Run 1, cells colored by class:
Drawn at 2 px/µm.
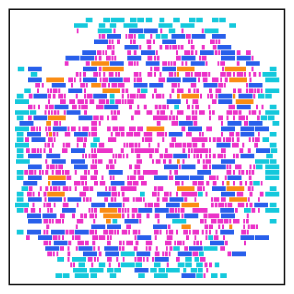
Run 1, placed standard cells:
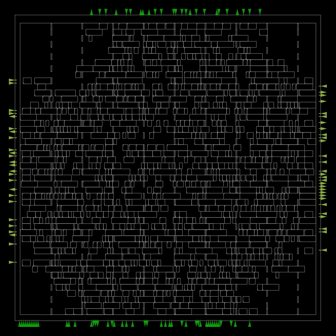
Run 1, sequential cells colored by netlist name:
Drawn at 2 px/µm. Other sequential cells in the stronger gray, the rest of the logic in the fainter gray.
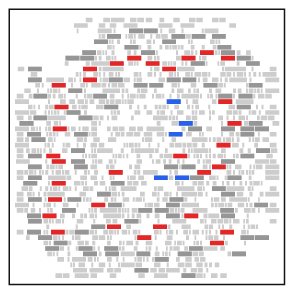
Design generic_service_ctrl, sky130hd; sources not shown.
==> flow_summary.toml, run 1 <==
# physical design summary
[run]
number_of_warning_messages_in_the_logs = 37

[synthesis]
synth-async-reset-ratio = 0
netlist_instances = 967
post_synth_num_cell_types = 60
yosysCellCount = 967
synthTopCellsByArea = "sky130_fd_sc_hd__dfxtp_1 (37%), sky130_fd_sc_hd__nand2_1 (13%), sky130_fd_sc_hd__a21boi_0 (8.2%)"
synth.top_cells.by_count = "sky130_fd_sc_hd__nand2_1 (255), sky130_fd_sc_hd__dfxtp_1 (136), sky130_fd_sc_hd__nor2_1 (88)"
synth.avg_cell_area_um2 = 7.67
post-synth-top-area-cell = "sky130_fd_sc_hd__dfxtp_1"
synth.cell_area_um2 = 7420
yosys_area_um2 = 7420
ys.warnings.count = 0
synth_largest_type_area_fraction = 0.367
yosys_most_used_dff = "sky130_fd_sc_hd__dfxtp_1"

[worst_hold_path]
hold_class = "reg -> reg"
min_path_cells = 2

[pwr]
leakage_power_of_the_design_nw = 3.29
switchingPower_uw = 621
combinationalPowerShare = 0.074
power.ir.vdd_worst_v = 0.000259
clock_power_share = 0.481
internal_power_mw = 2.12
cellPowerDensity_nw_per_um2 = 288
share_seq_of_total_power = 0.445

[clocking]
clk_tree_root_cell = "sky130_fd_sc_hd__clkbuf_16"
clock_sinks = 136
cts.htree.levels = 4
clk-insertion-delay-late_ns = 0.42
cts.reportedPaths.clkPinSlew_ns = 0.06
cts_inserted_buffers = 17
cts_buffer_depth = 2
post_cts_resize_count = 0

[final_timing]
finalClockPeriodUsage = 0.724
maxSlewHeadroom = 0.307
layout_min_cycle_time_ns = 3.33
slew_violations = 0
timing.final.hold_violations = 0
tightest_slew_ns = 1.03

[run_status]
outcome = "complete, no violations"

[cells_and_area]
flow.area_growth_from_synthesis_pct = 28.4
antenna_cells_inserted = 0

[global_route]
global_route.usage.total = 0.248
first_pass_grt_wire_length_um = 36300
globalRouteOverflowTotal = 0
first_global_vias = 6914

[critical_path]
worstSetupPathDepth = 1
timing.critical_path.cells = "clkdlybuf4s50_1"
critical_path.slowest_cell = "sky130_fd_sc_hd__clkdlybuf4s50_1"
timing.reg2reg.setup_slack_ns = 2.04
cpLargestDelayFamily = "buffers and inverters"
cp_data_required_time_ns = 3.91
worst_r2r_path_depth = 6
cp.arrival_ns = 2.64
number_of_buffers_and_inverters_on_the_critical_path = 1

[floorplan]
floorplanUtilization = 0.429
top_level_ports = 124
die_height_um = 137

[detailed_routing]
post-route-drc-count = 0
route.detailed.wl_per_inst_um = 17.5
antenna_left = 0
num_vias = 7172
drt_first_iter_violations = 539
avgViaCountPerCell = 5.59

[placement]
dp_slack_ns = 1.26
port_buffers = 113
gp_congestion = 0.931
-- 'cells colored by class' (at the start) --
| class | color | cells |
|---|---|---|
| clock drivers and dummy loads | orange | 31 |
| combinational and other logic | magenta | 766 |
| other buffers and delay cells | cyan | 125 |
| flops | blue | 136 |
final design area excluding fillers: 9530 µm²
row count: 48
fraction of area in registers: 0.286
final core occ: 0.551
core area: 17,300 µm²

-- 'placed standard cells' (at the start) --
n_taps: 225
number of fill cells in the layout: 1,641
post-route non-filler standard cell count: 1,283

-- 'sequential cells colored by netlist name' (at the start) --
| signal | color | flops | where |
|---|---|---|---|
| irq_id_o | blue | 5 | middle |
| r_enable | red | 32 | widely spread |
not colored: 99
power dissipated in sequential cells: 1.22 mW
area taken by flip-flops and latches: 2720 µm²

==> run 1: per-layer routing <==
layer,vias up,track usage,share of wire
met3,26,0.0470,0.047
met4,0,0.0819,0.016
met5,-,0,0
met2,191,0.405,0.47
met1,3426,0.330,0.46
li1,3529,-,-
==> run 1: layout make-up <==
cell class / count / area (µm²)
clock inverter: 9 / 100
sequential: 136 / 2720
fill: 1641 / 7760
tap: 225 / 282
timing repair buffer: 125 / 1540
clock buffer: 22 / 464
inverter: 4 / 15.0
multi-input combinational: 762 / 4400
==> run 1: placed cells by master (no fill, tap or decap), types with 3 or more instances in the layout <==
| cell type | n |
|---|---|
| sky130_fd_sc_hd__nand2b_1 | 5 |
| sky130_fd_sc_hd__clkbuf_1 | 3 |
| sky130_fd_sc_hd__clkinv_2 | 5 |
| sky130_fd_sc_hd__inv_1 | 4 |
| sky130_fd_sc_hd__and2_1 | 38 |
| sky130_fd_sc_hd__a22o_1 | 47 |
| sky130_fd_sc_hd__clkdlybuf4s50_1 | 78 |
| sky130_fd_sc_hd__mux4_2 | 4 |
| sky130_fd_sc_hd__buf_4 | 13 |
| sky130_fd_sc_hd__nor2b_1 | 4 |
| sky130_fd_sc_hd__buf_12 | 33 |
| sky130_fd_sc_hd__a21boi_0 | 81 |
| sky130_fd_sc_hd__dfxtp_1 | 136 |
| sky130_fd_sc_hd__nand3_1 | 78 |
| sky130_fd_sc_hd__o2111ai_1 | 7 |
| sky130_fd_sc_hd__clkbuf_16 | 17 |
| sky130_fd_sc_hd__a21boi_1 | 16 |
| sky130_fd_sc_hd__mux2i_1 | 31 |
| sky130_fd_sc_hd__a21oi_1 | 46 |
| sky130_fd_sc_hd__nand2_2 | 3 |
| sky130_fd_sc_hd__nand2_1 | 254 |
| sky130_fd_sc_hd__nor3_1 | 3 |
| sky130_fd_sc_hd__nor2_1 | 87 |
| sky130_fd_sc_hd__nor4_4 | 4 |
| sky130_fd_sc_hd__a211oi_1 | 3 |
| sky130_fd_sc_hd__a32o_1 | 4 |
==> run 1: power groups by stage <==
stage	clock, mW	sequential [mW]	combinational (mW)
floorplan	0	1.24	0.0950
global placement	0	1.24	0.202
detailed placement	0	1.24	0.203
CTS	1.34	1.22	0.204
global route	1.39	1.22	0.220
finish	1.32	1.22	0.203
==> run 1: metrics by stage <==
| stage | cell area [µm²] | instances | total power, mW |
|---|---|---|---|
| final | 9530 | 1283 | 2.74 |
| after global routing | 9530 | 1283 | 2.83 |
| after CTS | 9530 | 1283 | 2.76 |
| after detailed placement | 8960 | 1252 | 1.45 |
| after global placement | 8960 | 1252 | 1.45 |
| after floorplan | 7420 | 967 | 1.34 |
==> run 1: cell families (layout without fill, tap and decap cells) <==
family | after synthesis | count (layout) | synth area share
AND-OR/OR-AND | 229 | 229 | 0.233
XOR/XNOR | 1 | 1 | 0.00118
buffers and inverters | 69 | 160 | 0.0427
flip-flops | 136 | 136 | 0.367
multiplexers | 35 | 35 | 0.0540
other | 1 | 1 | 0.000505
AND/OR/NAND/NOR | 496 | 496 | 0.302
Run 1, port wiring:
Drawn at 3 px/µm.
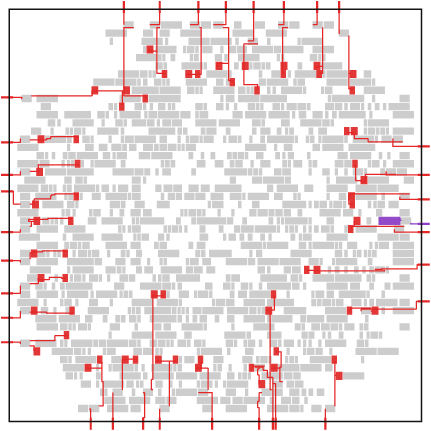

==> run 2, diff against run 1 <==
Clock period 4.6 ns to 3.45 ns, I/O delays scaled along.
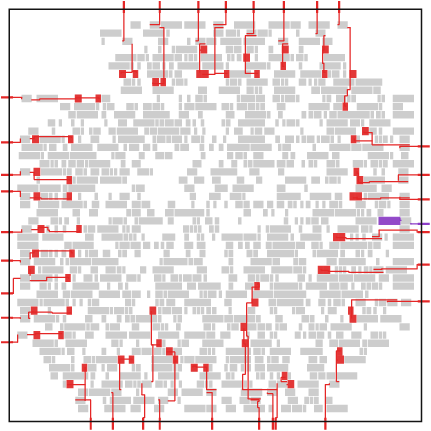
Run 2: port wiring
Drawn at 3 px/µm.
| port | color | bits | direction | edge | end cells | buffers | wire |
|---|---|---|---|---|---|---|---|
| wakeup_o | purple | 1 | output | right | 1 | 1 | 4.30 µm |
| signal_i | red | 32 | input | 9 bottom, 9 left, 8 top, 6 right | 64 | 32 | 908 µm |
total I/O pin count: 124
IO Port Bufs: 113

==> flow_summary.toml, run 2 <==
# physical design summary
[run_status]
outcome = "complete, no violations"

[cells_and_area]
post_route_non_filler_standard_cell_count = 1289
sequential_cell_area_um2 = 2720
flow.area_growth_from_synthesis_pct = 29.2
combined_area_of_the_multi_input_logic_cells_um2 = 4400

[detailed_routing]
num_vias = 7106
avgViaCountPerCell = 5.51
route.detailed.wl_per_inst_um = 17.3
post-route-drc-count = 0
antenna_left = 0

[run]
number_of_warning_messages_in_the_logs = 35

[critical_path]
cp.arrival_ns = 2.26
critical_path.slowest_cell = "sky130_fd_sc_hd__buf_2"
timing.critical_path.cells = "buf_2 > buf_4 > mux2i_1 > nor2_1 > a21oi_1 > nor2_1 > buf_12"
worst_r2r_path_depth = 6
timing.reg2reg.setup_slack_ns = 0.97

[placement]
detailed_place.area_um2 = 9000
gp_congestion = 0.911

[synthesis]
post-synth-top-area-cell = "sky130_fd_sc_hd__dfxtp_1"
post_synth_num_cell_types = 60
ys.warnings.count = 0
synth.top_cells.by_count = "sky130_fd_sc_hd__nand2_1 (255), sky130_fd_sc_hd__dfxtp_1 (136), sky130_fd_sc_hd__nor2_1 (88)"
synth.avg_cell_area_um2 = 7.67
netlist_instances = 967
yosys_area_um2 = 7420
synthTopCellsByArea = "sky130_fd_sc_hd__dfxtp_1 (37%), sky130_fd_sc_hd__nand2_1 (13%), sky130_fd_sc_hd__a21boi_0 (8.2%)"

[pwr]
power.ir.vdd_worst_v = 0.000326
leakage_power_of_the_design_nw = 3.33
cellPowerDensity_nw_per_um2 = 386

[final_timing]
timing.final.hold_violations = 0
maxSlewHeadroom = 0.352
tightest_slew_ns = 0.970
layout_min_cycle_time_ns = 2.78
slew_violations = 0

[clocking]
cts_inserted_buffers = 17
cts.reportedPaths.clkPinSlew_ns = 0.06
clk_tree_root_cell = "sky130_fd_sc_hd__clkbuf_16"
cts.htree.levels = 4
post_cts_resize_count = 0
clk-insertion-delay-late_ns = 0.42

[floorplan]
core-area_um2 = 17300
rows = 48
die_height_um = 137
floorplanUtilization = 0.429

[worst_hold_path]
hold_class = "reg -> reg"
min_path_cells = 2

[global_route]
first_pass_grt_wire_length_um = 35600
first_global_vias = 6726
global_route.usage.total = 0.244
## run 2: cell counts after synthesis
No cell type changed its count.
## run 2: cell type report
| cell class | count | share of cell area |
|---|---|---|
| Tap cell | 225 | 0.0294 |
| Inverter | 4 | 0.00157 |
| Clock inverter | 11 | 0.0129 |
| Clock buffer | 21 | 0.0480 |
| Multi-Input combinational cell | 762 | 0.459 |
| Sequential cell | 136 | 0.284 |
| Timing Repair Buffer | 130 | 0.165 |
## run 2: stage by stage
| step | worst slack [ns] | utilization |
|---|---|---|
| floorplan | 0.151 | - |
| global placement | 0.703 | 0.520 |
| detailed placement | 0.688 | 0.520 |
| CTS | 0.686 | 0.554 |
| global route | 0.570 | 0.554 |
| finish | 0.673 | 0.554 |
## run 2: layer usage
metal / up-vias / GRT usage / wire length [µm]
met2: 212 / 0.402 / 10500
met5: - / 0 / 0
li1: 3537 / - / -
met1: 3338 / 0.327 / 10500
met3: 19 / 0.0474 / 1130
met4: 0 / 0.0636 / 234
## run 2: kinds of logic (layout without fill, tap and decap cells)
group	Yosys count	after routing	synth area share
AND-OR/OR-AND	229	229	0.233
buffers and inverters	69	166	0.0427
AND/OR/NAND/NOR	496	496	0.302
XOR/XNOR	1	1	0.00118
flip-flops	136	136	0.367
multiplexers	35	35	0.0540
other	1	1	0.000505
## run 2: power breakdown
part	total (mW)	internal (mW)	switching (mW)	leakage, nW
clock	1.80	1.10	0.697	0.279
sequential	1.62	1.60	0.0209	1.11
combinational	0.275	0.137	0.138	1.95
total	3.70	2.84	0.855	3.33
## run 2: worst max-delay path, delay by kind of cell
| kind | cells | cell delay (ns) |
|---|---|---|
| mux | 1 | 0.22 |
| simple gates | 2 | 0.15 |
| compound gates | 1 | 0.17 |
| buf+inv | 3 | 1.18 |
Power figures rest on the tool's default switching activity, not on a simulated workload.
